--- config.mk ---
export PLATFORM = sky130hd
export DESIGN_NAME = cdb_arbiter
export DESIGN_NICKNAME = d
export VERILOG_FILES = /design/src/rtl/cdb_arbiter.sv
export SDC_FILE = /design/constraint.sdc
export NUM_CORES = 1
export LEC_CHECK = 0
export CORE_MARGIN = 5
export CORE_UTILIZATION = 36
export DETAILED_ROUTE_END_ITERATION = 12
export GPL_TIMING_DRIVEN = 0
export PLACE_DENSITY = 0.93
export SYNTH_ARGS = -nofsm -noshare
export SYNTH_HDL_FRONTEND = slang
export SYNTH_SLANG_ARGS = --single-unit
--- constraint.sdc ---
create_clock -name i_clk -period 4.1 [get_ports i_clk]
set_input_delay 0.615 -clock i_clk [delete_from_list [all_inputs] [get_ports i_clk]]
set_output_delay 0.615 -clock i_clk [all_outputs]
set_load 0.01 [all_outputs]
--- src/rtl/cdb_arbiter.sv ---
// Common data bus arbiter: grants one completed FU result per cycle (ROB-head first,
// then round-robin) and broadcasts the winner's payload on the following cycle.
module cdb_arbiter #(
  parameter int NUM_REQ   = 4,
  parameter int ROB_DEPTH = 64,
  parameter int PHYS_W    = 6,
  parameter int DATA_W    = 32,
  localparam int ROB_IDX_W = $clog2(ROB_DEPTH),
  localparam int SRC_W     = (NUM_REQ > 1) ? $clog2(NUM_REQ) : 1
) (
  input  logic                           i_clk,
  input  logic                           i_rst,
  input  logic [NUM_REQ-1:0]             i_req_valid,
  input  logic [NUM_REQ*ROB_IDX_W-1:0]   i_req_rob_idx,
  input  logic [NUM_REQ*PHYS_W-1:0]      i_req_pd,
  input  logic [NUM_REQ*DATA_W-1:0]      i_req_data,
  output logic [NUM_REQ-1:0]             o_req_ready,
  input  logic [ROB_IDX_W-1:0]           i_rob_commit_idx,
  input  logic                           i_flush,
  output logic                           o_cdb_valid,
  output logic [ROB_IDX_W-1:0]           o_cdb_rob_idx,
  output logic [PHYS_W-1:0]              o_cdb_pd,
  output logic [DATA_W-1:0]              o_cdb_data,
  output logic [SRC_W-1:0]               o_cdb_src,
  output logic [SRC_W-1:0]               o_dbg_rr_ptr
);

  // Handshake: producer i holds i_req_valid and payload stable until o_req_ready[i]=1;
  // a transfer happens in the cycle where both are high, and o_req_ready is one-hot or zero.
  logic [SRC_W-1:0]     r_rr_ptr;
  logic                 r_cdb_valid;
  logic [ROB_IDX_W-1:0] r_cdb_rob_idx;
  logic [PHYS_W-1:0]    r_cdb_pd;
  logic [DATA_W-1:0]    r_cdb_data;
  logic [SRC_W-1:0]     r_cdb_src;

  logic [NUM_REQ-1:0]   w_elig;
  logic                 w_head_hit;
  logic [SRC_W-1:0]     w_head_idx;
  logic                 w_rr_hit;
  logic [SRC_W-1:0]     w_rr_idx;
  logic                 w_grant_any;
  logic [SRC_W-1:0]     w_grant_idx;
  logic [SRC_W-1:0]     w_next_ptr;
  logic [ROB_IDX_W-1:0] w_sel_rob_idx;
  logic [PHYS_W-1:0]    w_sel_pd;
  logic [DATA_W-1:0]    w_sel_data;

  always_comb begin
    w_elig     = i_req_valid & ~{NUM_REQ{i_flush}};
    w_head_hit = 1'b0;
    w_head_idx = '0;
    w_rr_hit   = 1'b0;
    w_rr_idx   = '0;
    // Descending scans so the last assignment is the lowest index / nearest to rr_ptr.
    for (int i = NUM_REQ - 1; i >= 0; i--) begin
      if (w_elig[i] && (i_req_rob_idx[i*ROB_IDX_W +: ROB_IDX_W] == i_rob_commit_idx)) begin
        w_head_hit = 1'b1;
        w_head_idx = SRC_W'(i);
      end
    end
    for (int k = NUM_REQ - 1; k >= 0; k--) begin
      int j;
      j = int'(r_rr_ptr) + k;
      if (j >= NUM_REQ) j = j - NUM_REQ;
      if (w_elig[j]) begin
        w_rr_hit = 1'b1;
        w_rr_idx = SRC_W'(j);
      end
    end
    w_grant_any = w_head_hit | w_rr_hit;
    w_grant_idx = w_head_hit ? w_head_idx : w_rr_idx;
    w_next_ptr  = (int'(w_grant_idx) == NUM_REQ - 1) ? '0 : w_grant_idx + 1'b1;
  end

  always_comb begin
    w_sel_rob_idx = '0;
    w_sel_pd      = '0;
    w_sel_data    = '0;
    o_req_ready   = '0;
    for (int i = 0; i < NUM_REQ; i++) begin
      if (int'(w_grant_idx) == i) begin
        w_sel_rob_idx  = i_req_rob_idx[i*ROB_IDX_W +: ROB_IDX_W];
        w_sel_pd       = i_req_pd[i*PHYS_W +: PHYS_W];
        w_sel_data     = i_req_data[i*DATA_W +: DATA_W];
        o_req_ready[i] = w_grant_any & ~i_rst;
      end
    end
  end

  always_ff @(posedge i_clk or posedge i_rst) begin
    if (i_rst) begin
      r_rr_ptr      <= '0;
      r_cdb_valid   <= 1'b0;
      r_cdb_rob_idx <= '0;
      r_cdb_pd      <= '0;
      r_cdb_data    <= '0;
      r_cdb_src     <= '0;
    end else begin
      r_cdb_valid <= w_grant_any;
      if (w_grant_any) begin
        r_rr_ptr      <= w_next_ptr;
        r_cdb_rob_idx <= w_sel_rob_idx;
        r_cdb_pd      <= w_sel_pd;
        r_cdb_data    <= w_sel_data;
        r_cdb_src     <= w_grant_idx;
      end
    end
  end

  assign o_cdb_valid   = r_cdb_valid;
  assign o_cdb_rob_idx = r_cdb_rob_idx;
  assign o_cdb_pd      = r_cdb_pd;
  assign o_cdb_data    = r_cdb_data;
  assign o_cdb_src     = r_cdb_src;
  assign o_dbg_rr_ptr  = r_rr_ptr;

endmodule

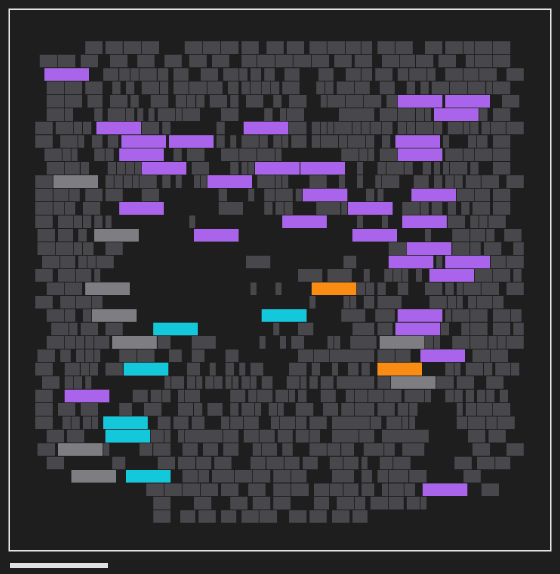
Run 1: sequential cells grouped by signal name
The bar under the picture is 20 microns long.
legend:
  cyan:
    name_in_the_netlist: o_cdb_rob_idx
    placed_flops: 6
  orange:
    name_in_the_netlist: o_dbg_rr_ptr
    placed_flops: 2
  purple:
    name_in_the_netlist: o_cdb_data
    placed_flops: 32
Seq area share: 19.2%
final design utilization: 65.7%
register area: 1230 sq um
P_seq: 0.000832 W

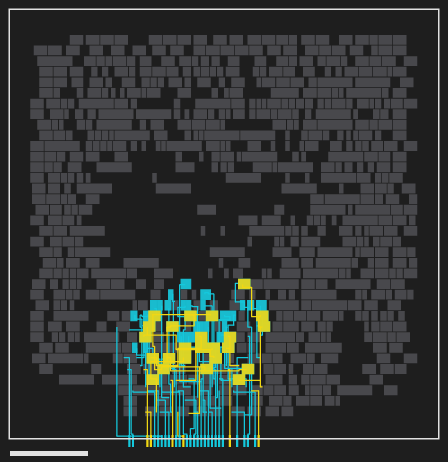
Run 1: I/O nets highlighted
The bar under the picture is 20 microns long.
legend:
  cyan:
    port: i_req_rob_idx
    bits: 24
    direction: input
    edge: bottom
    end_cells: 48
    buffers: 24
    wire: 920 microns
  yellow:
    port: i_rob_commit_idx
    bits: 6
    direction: input
    edge: bottom
    end_cells: 24
    buffers: 6
    wire: 318 microns

==> impl_metrics.env, run 1 <==
# flow metrics
export IMPL_ff2ff_setup_slack_ns=0.63
export IMPL_maxSlewHeadroom_pct=60.4
export IMPL_tns_ns=0
export IMPL_cp_required_ns=3.48
export IMPL_cellPowerDensity_nw_per_um2=536
export IMPL_finalClockPeriodUsage_pct=98.6
export IMPL_chip_area_sq_um=12000
export IMPL_diodes=0
export IMPL_postRouteAntennaNets=0
export IMPL_io_pins=242
export IMPL_final_common_cell="clkdlybuf4s50_1"
export IMPL_core_area_sq_um=9730
export IMPL_synth_edff_count=0
export IMPL_endpoint_kind="primary output"
export IMPL_grt_antenna_before_repair=0
export IMPL_mostFrequentLayoutCells="clkdlybuf4s50_1, nand2_1, a21oi_1"
export IMPL_area_leaders="dfrtp_1, a221oi_1, a21oi_1"
export IMPL_drc=0
export IMPL_status="finished clean"
export IMPL_combPwrFrac_pct=67.1
export IMPL_fin_nets=888
export IMPL_p_switching_w=0.00147
export IMPL_hold_path_end="o_cdb_data[26]"
export IMPL_r2r_end="o_cdb_pd[5]"
export IMPL_cts_made_buffers=5
export IMPL_hold_path_class="reg -> reg"
export IMPL_cts_sinks=49
export IMPL_p_int_w=0.00196
export IMPL_grt_use_total_pct=26.1
export IMPL_area_delta_synth_final_pct=78.8
export IMPL_clk_latency_ns=0.30
export IMPL_hp_start="o_cdb_data[26]"
export IMPL_grt_pass1_vias=4711
export IMPL_clockBufferDepth=2
export IMPL_place_congestion=0.862
export IMPL_io_buffers=241
export IMPL_numSynthFlops=49
export IMPL_path_class="in -> out"
export IMPL_syn_cell_area_sq_um=3570
export IMPL_rows=36
export IMPL_vias=4647
export IMPL_syn_nets=639
export IMPL_avgSynthCellArea_sq_um=8.01
export IMPL_slew_violations=0
export IMPL_clk_pin_slew_worst_paths_ns=0.09
export IMPL_skew_ns=0.00952
export IMPL_ys_seq_share_pct=34.3
export IMPL_yosys_cells=446
export IMPL_seqPwrFrac_pct=24.3
export IMPL_yosys_area_sq_um=3570
export IMPL_critPathMaxFanout=8
export IMPL_dp_slack_ns=-1.25
export IMPL_die_x_microns=110
export IMPL_hold_ws_ns=0.494
export IMPL_yosys_area_top_type="dfrtp_1"
export IMPL_initCoreUtil_pct=36.7
export IMPL_drt_first_pass_iters=5
export IMPL_gr_total_overflow=0
export IMPL_fmax_mhz=247
export IMPL_rsz0062_at_grt="false"
export IMPL_synthArstFlopShare_pct=100
export IMPL_max_cap_violations=0
export IMPL_cts_hold_buf=0
export IMPL_p_sw_share_pct=42.9
export IMPL_arrival_ns=3.43
export IMPL_cts_tree="done"
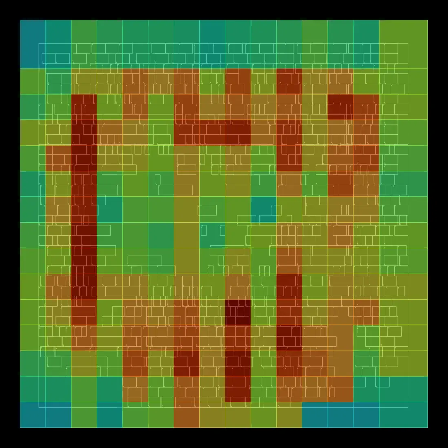
Run 1: congestion heat map
met1 Use GR: 30.3%
M2 GR Usage: 46.4%

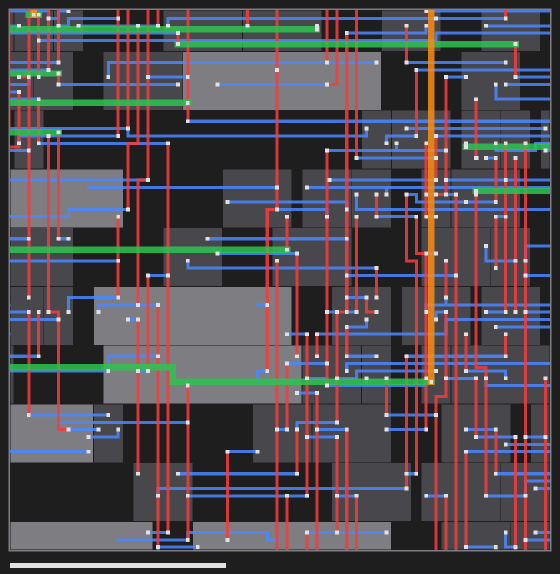
Run 1: a small window of the routed layout
The bar under the picture is 10 microns long. Region (15, 15) to (40, 40) microns. Cells in gray, sequential cells in the stronger gray; small squares are vias.
legend:
  red:
    layer: met2
  green:
    layer: met3
  orange:
    layer: met4
  blue:
    layer: met1
sequential cells in the window: 4
netlist names of flops here include: o_cdb_rob_idx (3), o_cdb_data (1)
most frequent: nand2_1 (8), clkdlybuf4s50_1 (8), o211ai_1 (5)
cells with their middle in the window: 46

-- run 1: sequential cells by signal, indices dropped and copies added, names as in the netlist --
name           count
o_cdb_valid        1
o_cdb_pd           6
o_cdb_rob_idx      6
o_cdb_src          2
o_dbg_rr_ptr       2
o_cdb_data        32
-- run 1: final cells by class --
type / instances / area share, %
clock buffer: 5 / 1.08
multi-input combinational: 352 / 35.1
sequential: 49 / 19.2
clock inverter: 3 / 0.333
inverter: 3 / 0.176
tap: 133 / 2.60
timing repair buffer: 246 / 38.4
buffer: 38 / 3.11
-- run 1: worst max path at each step --
stage / from / endpoint / slack, ns / cells after the start
after CTS: i_flush / o_req_ready[1] / -0.06 / 11
after floorplan: i_flush / o_req_ready[3] / 0.65 / 10
final: i_rob_commit_idx[4] / o_req_ready[0] / 0.06 / 9
after global routing: i_flush / o_req_ready[0] / 0.01 / 8
after global placement: i_rob_commit_idx[5] / o_req_ready[3] / -1.21 / 12
after detailed placement: i_rob_commit_idx[5] / o_req_ready[3] / -1.25 / 12
-- run 1: power groups by stage --
stage	clock network [W]	logic, W	registers [W]
after floorplan	0	0.00110	0.000925
after global placement	0	0.00216	0.000825
after detailed placement	0	0.00222	0.000839
after CTS	0.000302	0.00227	0.000831
after global routing	0.000321	0.00251	0.000858
final	0.000295	0.00230	0.000832
-- run 1: cell usage after synthesis, types with 3 or more instances --
cell	count
a21oi_1	50
a221oi_1	38
and3_1	5
buf_2	8
clkbuf_1	33
dfrtp_1	49
ha_1	4
nand2_1	55
nand3b_1	7
nand4_1	3
nor2_1	3
nor2b_1	40
nor3_1	40
nor4_1	4
o211ai_1	6
o21a_1	7
o21ai_0	33
o21ai_1	6
xnor2_1	11
xor2_1	13
-- run 1: critical path, stage by stage --
cell and delay (ns):
clkdlybuf4s50_1 0.59, xor2_1 0.32, nor4_4 0.10, buf_4 0.16, a311oi_4 0.36, a31o_1 0.24, ha_2 0.28, and3_1 0.19
clkdlybuf4s50_1 0.57
-- run 1: routing by layer --
layer / routed length [microns] / track usage, % / vias to the layer above
met2: 8290 / 46.4 / 263
met5: 0 / 0 / -
li1: - / - / 2135
met4: 463 / 9.08 / 0
met1: 6040 / 30.3 / 2207
met3: 1600 / 6.64 / 42
-- run 1: logic make-up after synthesis --
logic type      synth area share [%]
simple gates                    24.2
compound gates                  28.4
flops                           34.3
buf+inv                         5.22
xor+xnor                        5.88
fa+ha+maj                       1.40
mux                            0.595
-- run 1: stage by stage --
step	instance area (sq um)	cells	total power [W]
global route	6390	829	0.00368
CTS	6370	830	0.00340
floorplan	3570	446	0.00203
finish	6390	829	0.00342
global placement	6150	820	0.00298
detailed placement	6170	821	0.00306
-- run 1: timing repair --
action	4_1_cts	5_1_grt
cloned	0	0
setup buffers	4	0
gates resized	31	6
pin swaps	7	1
setup endpoints to repair	5	2
Run 1, logic cells by family:
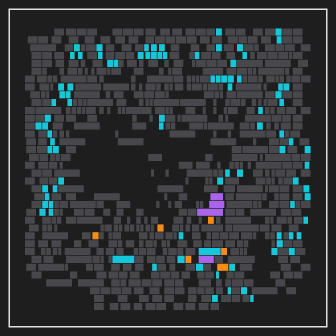

## Run 2: what changed since run 1
--- a/config.mk
+++ b/config.mk
@@ -6,10 +6,11 @@
 export NUM_CORES = 1
 export LEC_CHECK = 0
 export CORE_MARGIN = 5
-export CORE_UTILIZATION = 36
+export CORE_UTILIZATION = 46
 export DETAILED_ROUTE_END_ITERATION = 12
+export DONT_BUFFER_PORTS = 1
 export GPL_TIMING_DRIVEN = 0
-export PLACE_DENSITY = 0.93
+export PLACE_DENSITY = 0.73
 export SYNTH_ARGS = -nofsm -noshare
 export SYNTH_HDL_FRONTEND = slang
 export SYNTH_SLANG_ARGS = --single-unit
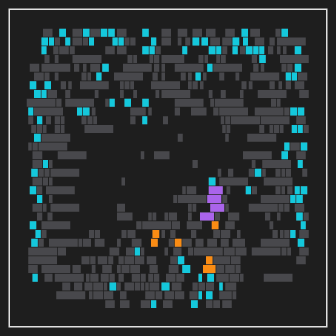
Run 2: logic cells by family
legend:
  purple:
    family: adder and majority cells
    cells: 4
    most_used: ha_1
  cyan:
    family: NOR gates
    cells: 89
    where: widely spread
  orange:
    family: AND and OR gates
    cells: 6
    most_used: and3_1
    where: bottom center
combinational share of cell area: 56.7%
Top cell excl fill/tap: nand2_1
final cell count without fillers: 556

==> run 2 against run 1 <==
Worst setup slack improved by 0.057 ns; synthesized cell count unchanged; highest routed layer unchanged; critical endpoint is now o_req_ready[2]; register-to-register slack got worse by 0.21 ns; power decreased by 21%.
==> impl_metrics.env, run 2 <==
# flow metrics
export IMPL_grt_use_total_pct=25.1
export IMPL_clockBufferDepth=2
export IMPL_p_int_w=0.00141
export IMPL_mostFrequentLayoutCells="nand2_1, a21oi_1, dfrtp_1"
export IMPL_status="finished clean"
export IMPL_slew_violations=0
export IMPL_hold_path_class="in -> async"
export IMPL_rows=32
export IMPL_yosys_area_top_type="dfrtp_1"
export IMPL_area_delta_synth_final_pct=6.65
export IMPL_synthArstFlopShare_pct=100
export IMPL_grt_pass1_vias=3701
export IMPL_ff_type="dfrtp_1"
export IMPL_cellPowerDensity_nw_per_um2=713
export IMPL_top_cells_by_count="nand2_1, a21oi_1, dfrtp_1, nor2b_1, nor3_1"
export IMPL_maxSlewHeadroom_pct=51.7
export IMPL_arrival_ns=3.37
export IMPL_clk_pin_slew_worst_paths_ns=0.10
export IMPL_cts_tree="done"
export IMPL_cts_setup_buffers=0
export IMPL_postRouteAntennaNets=0
export IMPL_clk_latency_ns=0.31
export IMPL_place_congestion=0.948
export IMPL_r2r_end="o_cdb_data[29]"
export IMPL_skew_ns=0.0164
export IMPL_core_area_sq_um=7650
export IMPL_hold_ws_ns=0.211
export IMPL_area_leaders="dfrtp_1, a221oi_1, a21oi_1"
export IMPL_avgSynthCellArea_sq_um=8.01
export IMPL_cts_sinks=49
export IMPL_die_height_microns=98.2
export IMPL_drt_first_pass_iters=4
export IMPL_p_switching_w=0.00130
export IMPL_synth_edff_count=0
export IMPL_post_dp_cell_area_sq_um=3720
export IMPL_p_total_w=0.00272
export IMPL_crit_chain="buf_6 -> nand2_4 -> or4_4 -> a311oi_2 -> a31o_1 -> ha_1 -> buf_2 -> clkbuf_1 -> clkbuf_2 -> and3_1"
export IMPL_path_class="reg -> out"
export IMPL_tns_ns=0
export IMPL_numSynthFlops=49
export IMPL_dp_cells=549
export IMPL_io_pins=242
export IMPL_vias=3612
export IMPL_yosys_area_sq_um=3570
export IMPL_gr_total_overflow=0
export IMPL_die_x_microns=98.2
export IMPL_cp_required_ns=3.48
export IMPL_top_cell="nand2_1"
export IMPL_cts_made_buffers=5
export IMPL_final_seq_area_sq_um=1230
export IMPL_finalClockPeriodUsage_pct=97.3
export IMPL_fmax_mhz=251
export IMPL_seqPwrFrac_pct=36.3
export IMPL_path_buffers=4
export IMPL_yosys_cells=446
export IMPL_syn_nets=639
export IMPL_initCoreUtil_pct=46.7
export IMPL_mi_logic_area_sq_um=2160
export IMPL_io_buffers=0
export IMPL_p_sw_share_pct=48.0
export IMPL_largest_reg_flops=32
export IMPL_post_route_min_period_ns=3.99
export IMPL_cts_hold_buf=0
export IMPL_critPathMaxFanout=10
export IMPL_syn_cell_area_sq_um=3570
export IMPL_crit_family="buffers and inverters"
export IMPL_cp_slowest_cell="dfrtp_1"
export IMPL_ys_seq_share_pct=34.3
export IMPL_diodes=0
export IMPL_fin_nets=646
export IMPL_slowest_delay_ns=0.48
export IMPL_grt_antenna_before_repair=0
export IMPL_ff2ff_setup_slack_ns=0.42
export IMPL_combPwrFrac_pct=52.9
export IMPL_r2r_start="o_dbg_rr_ptr[0]"
export IMPL_final_area_sq_um=3810
export IMPL_endpoint_kind="primary output"
export IMPL_chip_area_sq_um=9630
export IMPL_rsz0062_at_grt="true"
export IMPL_max_cap_violations=0
export IMPL_drc=0
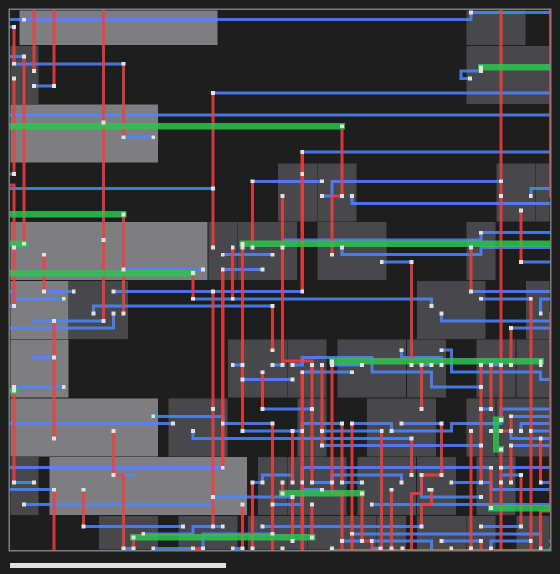
Run 2: a small window of the routed layout
The bar under the picture is 10 microns long. Region (12, 12) to (37, 37) microns. Cells in gray, sequential cells in the stronger gray; small squares are vias.
legend:
  red:
    layer: met2
  green:
    layer: met3
  blue:
    layer: met1
netlist names of flops here include: o_cdb_rob_idx (3)
most frequent: nand2_1 (6), a21oi_1 (6)
cells with their middle in the window: 39
sequential cells in the window: 5

run 2: what timing repair did:
item                       in CTS  in global routing
hold endpoints to repair        0                  0
resized                         2                  2
setup endpoints to repair       1                  2
run 2: per-stage QoR:
| step | setup WS (ns) | utilization (%) |
|---|---|---|
| floorplan | 0.648 | - |
| global placement | -0.0748 | 48.4 |
| detailed placement | -0.0829 | 48.7 |
| CTS | 0.0173 | 49.9 |
| global route | -0.0511 | 49.9 |
| finish | 0.112 | 49.9 |
run 2: worst max path at each step:
| stage | start | endpoint | slack (ns) | cells after the start |
|---|---|---|---|---|
| 2_1_floorplan | i_flush | o_req_ready[3] | 0.65 | 10 |
| 3_3_place_gp | i_rob_commit_idx[5] | o_req_ready[3] | -0.07 | 10 |
| 3_5_place_dp | i_flush | o_req_ready[3] | -0.08 | 10 |
| 4_1_cts | o_dbg_rr_ptr[0] | o_req_ready[2] | 0.02 | 10 |
| 5_1_grt | o_dbg_rr_ptr[0] | o_req_ready[2] | -0.05 | 10 |
| 6_report | o_dbg_rr_ptr[0] | o_req_ready[2] | 0.11 | 10 |
run 2: kinds of logic after synthesis:
| logic type | count (synthesis) | share of synthesized area, % |
|---|---|---|
| AND-OR/OR-AND | 156 | 28.4 |
| XOR/XNOR | 24 | 5.88 |
| adder cells (fa/ha/maj) | 4 | 1.40 |
| buffers and inverters | 45 | 5.22 |
| flip-flops | 49 | 34.3 |
| multiplexers | 2 | 0.595 |
| AND/OR/NAND/NOR | 166 | 24.2 |
run 2: power groups by stage:
stage	clock [W]	sequential, W	combinational [W]
global route	0.000324	0.00101	0.00162
floorplan	0	0.000925	0.00110
finish	0.000295	0.000985	0.00144
detailed placement	0	0.000994	0.00143
global placement	0	0.000991	0.00137
CTS	0.000302	0.000987	0.00143
run 2: metal layers:
metal	track usage, %	vias to the layer above	wire length [microns]	part of all wire, %
met5	0	-	0	0
met4	7.98	0	298	2.3
met3	8.71	28	1370	11
met2	42.1	227	6270	49
met1	30.5	1704	4910	38
li1	-	1653	-	-
run 2: cell type report:
cell class / count / area share, %
Clock inverter: 3 / 0.558
Tap cell: 102 / 3.35
Multi-Input combinational cell: 352 / 56.7
Buffer: 41 / 4.59
Timing Repair Buffer: 1 / 0.525
Sequential cell: 49 / 32.2
Inverter: 3 / 0.295
Clock buffer: 5 / 1.81
## Run 3: what changed since run 2
--- a/config.mk
+++ b/config.mk
@@ -5,6 +5,7 @@
 export SDC_FILE = /design/constraint.sdc
 export NUM_CORES = 1
 export LEC_CHECK = 0
+export CAP_MARGIN = 20
 export CORE_MARGIN = 5
 export CORE_UTILIZATION = 46
 export DETAILED_ROUTE_END_ITERATION = 12
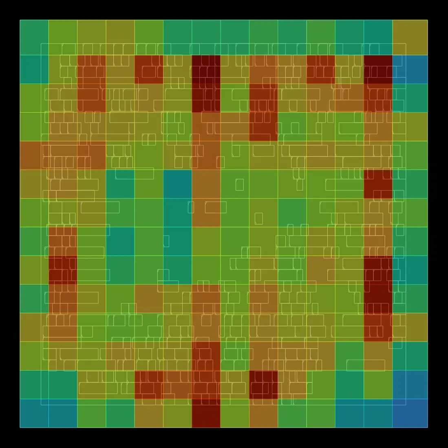
Run 3: congestion heat map
final design utilization: 49.9%
WL/cell: 23.1 microns
M2 GR Usage: 42.1%
met1 Use GR: 30.5%

==> run 3 against run 2 <==
Combinational power barely moved; clock-buffer cell count unchanged; non-clock buffer count unchanged; sequential share of layout area unchanged; final area stayed put; final cell count is the same; register-to-register slack is essentially flat; global-route usage did not move; first-iteration DRC count did not move; critical path type unchanged.
==> impl_metrics.env, run 3 <==
# flow metrics
export IMPL_status="finished clean"
export IMPL_path_class="reg -> out"
export IMPL_mostFrequentLayoutCells="nand2_1, a21oi_1, dfrtp_1"
export IMPL_crit_chain="buf_6 -> nand2_4 -> or4_4 -> a311oi_2 -> a31o_1 -> ha_1 -> buf_2 -> clkbuf_1 -> clkbuf_2 -> and3_1"
export IMPL_rows=32
export IMPL_wl_met3_mm=1.37
export IMPL_cp_required_ns=3.48
export IMPL_clockBufferDepth=2
export IMPL_final_common_cell="nand2_1"
export IMPL_gr_total_overflow=0
export IMPL_grt_pass1_vias=3701
export IMPL_chip_area_sq_um=9630
export IMPL_final_seq_area_sq_um=1230
export IMPL_syn_nets=639
export IMPL_place_congestion=0.948
export IMPL_rsz0062_at_grt="true"
export IMPL_cellPowerDensity_nw_per_um2=713
export IMPL_area_leaders="dfrtp_1, a221oi_1, a21oi_1"
export IMPL_fmax_mhz=251
export IMPL_cts_sinks=49
export IMPL_r2r_start="o_dbg_rr_ptr[0]"
export IMPL_routedLengthMet1_mm=4.91
export IMPL_yosys_cells=446
export IMPL_slowest_delay_ns=0.48
export IMPL_fin_nets=646
export IMPL_hold_path_class="in -> async"
export IMPL_skew_ns=0.0164
export IMPL_synth_edff_count=0
export IMPL_dr_wl_met2_mm=6.27
export IMPL_cts_made_buffers=5
export IMPL_critPathMaxFanout=10
export IMPL_postRouteAntennaNets=0
export IMPL_yosys_area_sq_um=3570
export IMPL_endpoint_kind="primary output"
export IMPL_die_height_microns=98.2
export IMPL_routed_top_layer="met4"
export IMPL_drt_first_pass_iters=4
export IMPL_finalClockPeriodUsage_pct=97.3
export IMPL_maxSlewHeadroom_pct=51.7
export IMPL_grt_use_total_pct=25.1
export IMPL_largest_reg_flops=32
export IMPL_ff_type="dfrtp_1"
export IMPL_ys_seq_share_pct=34.3
export IMPL_clk_latency_ns=0.31
export IMPL_synthArstFlopShare_pct=100
export IMPL_syn_cell_area_sq_um=3570
export IMPL_drc=0
export IMPL_mi_logic_area_sq_um=2160
export IMPL_cp_slowest_cell="dfrtp_1"
export IMPL_ff2ff_setup_slack_ns=0.42
export IMPL_cts_setup_buffers=0
export IMPL_diodes=0
export IMPL_die_x_microns=98.2
export IMPL_core_area_sq_um=7650
export IMPL_arrival_ns=3.37
export IMPL_top_cell="nand2_1"
export IMPL_finalHoldViolCount=0
export IMPL_hold_ws_ns=0.211
export IMPL_clk_pin_slew_worst_paths_ns=0.10
export IMPL_initCoreUtil_pct=46.7
export IMPL_slew_violations=0
export IMPL_r2r_end="o_cdb_data[29]"
export IMPL_crit_family="buffers and inverters"
export IMPL_max_cap_violations=0
export IMPL_area_delta_synth_final_pct=6.65
export IMPL_yosys_area_top_type="dfrtp_1"
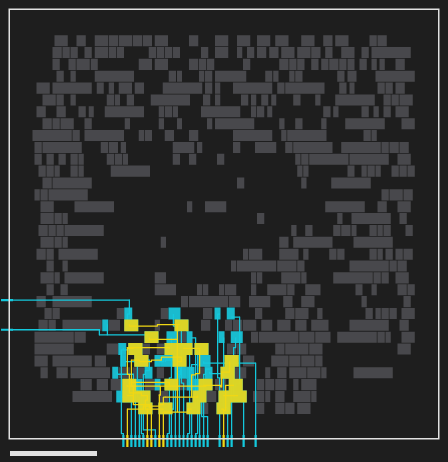
Run 3: I/O nets highlighted
The bar under the picture is 20 microns long.
legend:
  yellow:
    port: i_rob_commit_idx
    bits: 6
    direction: input
    edge: bottom
    end_cells: 24
    buffers: 0
    wire: 243 microns
  cyan:
    port: i_req_rob_idx
    bits: 24
    direction: input
    edge: 22 bottom, 2 left
    end_cells: 48
    buffers: 0
    wire: 554 microns
PortBufs: 0
# IOs: 242

## run 3: cell counts in the layout (fill, tap and decap cells not counted)
No cell type changed its count.
## run 3: area by class of cell
type                    count  area share (%)
inverters                   3           0.295
flip-flops and latches     49            32.2
plain buffers              41            4.59
well taps                 102            3.35
multi-input cells         352            56.7
repair buffers              1           0.525
clock inverters             3           0.558
clock buffers               5            1.81
## run 3: where the power goes
part / switching, W / internal [W]
Combinational: 0.000845 / 0.000592
Sequential: 0.000286 / 0.000699
Clock: 0.000173 / 0.000121
## run 3: stage by stage
step / cell area [sq um] / total power [W] / instances / setup WS, ns / TNS (ns)
2_1_floorplan: 3570 / 0.00203 / 446 / 0.648 / 0
3_3_place_gp: 3700 / 0.00236 / 548 / -0.0748 / -0.0748
3_5_place_dp: 3720 / 0.00242 / 549 / -0.0829 / -0.0829
4_1_cts: 3810 / 0.00272 / 557 / 0.0173 / 0
5_1_grt: 3810 / 0.00296 / 556 / -0.0511 / -0.0511
6_report: 3810 / 0.00272 / 556 / 0.112 / 0
## run 3: worst max-delay path by stage
stage / startpoint / cells after the start / endpoint
finish: o_dbg_rr_ptr[0] / 10 / o_req_ready[2]
global route: o_dbg_rr_ptr[0] / 10 / o_req_ready[2]
CTS: o_dbg_rr_ptr[0] / 10 / o_req_ready[2]
detailed placement: i_flush / 10 / o_req_ready[3]
global placement: i_rob_commit_idx[5] / 10 / o_req_ready[3]
floorplan: i_flush / 10 / o_req_ready[3]
## run 3: metal layers
layer	vias to the layer above	track usage, %
li1	1653	-
met1	1704	30.5
met2	227	42.1
met3	28	8.71
met4	0	7.98
met5	-	0
## run 3: kinds of logic (layout without fill, tap and decap cells)
kind of cell	after synthesis	in the layout	synth area share, %
AND-OR/OR-AND	156	156	28.4
XOR/XNOR	24	24	5.88
adder cells (fa/ha/maj)	4	4	1.40
buffers and inverters	45	53	5.22
flip-flops	49	49	34.3
multiplexers	2	2	0.595
AND/OR/NAND/NOR	166	166	24.2
## run 3: timing repair
| action | in CTS | in global routing |
|---|---|---|
| hold buffers | 0 | 0 |
| resized | 2 | 2 |
| hold endpoints to repair | 0 | 0 |
| setup endpoints to repair | 1 | 2 |
| pin swaps | 0 | 0 |
## run 3: worst reg2reg max path, cell delays in order (launching register included)
cell and delay, ns:
dfrtp_1 0.48, mux2_2 0.37, a221o_1 0.31, o21ai_0 0.12
a311oi_2 0.18, a31oi_1 0.29, ha_1 0.19, clkbuf_1 0.31
nor2b_1 0.12, buf_2 0.22, buf_2 0.23, a221oi_1 0.42
nor3_1 0.09, a21oi_1 0.18, o21ai_1 0.07
Power and IR drop assume default switching activity.
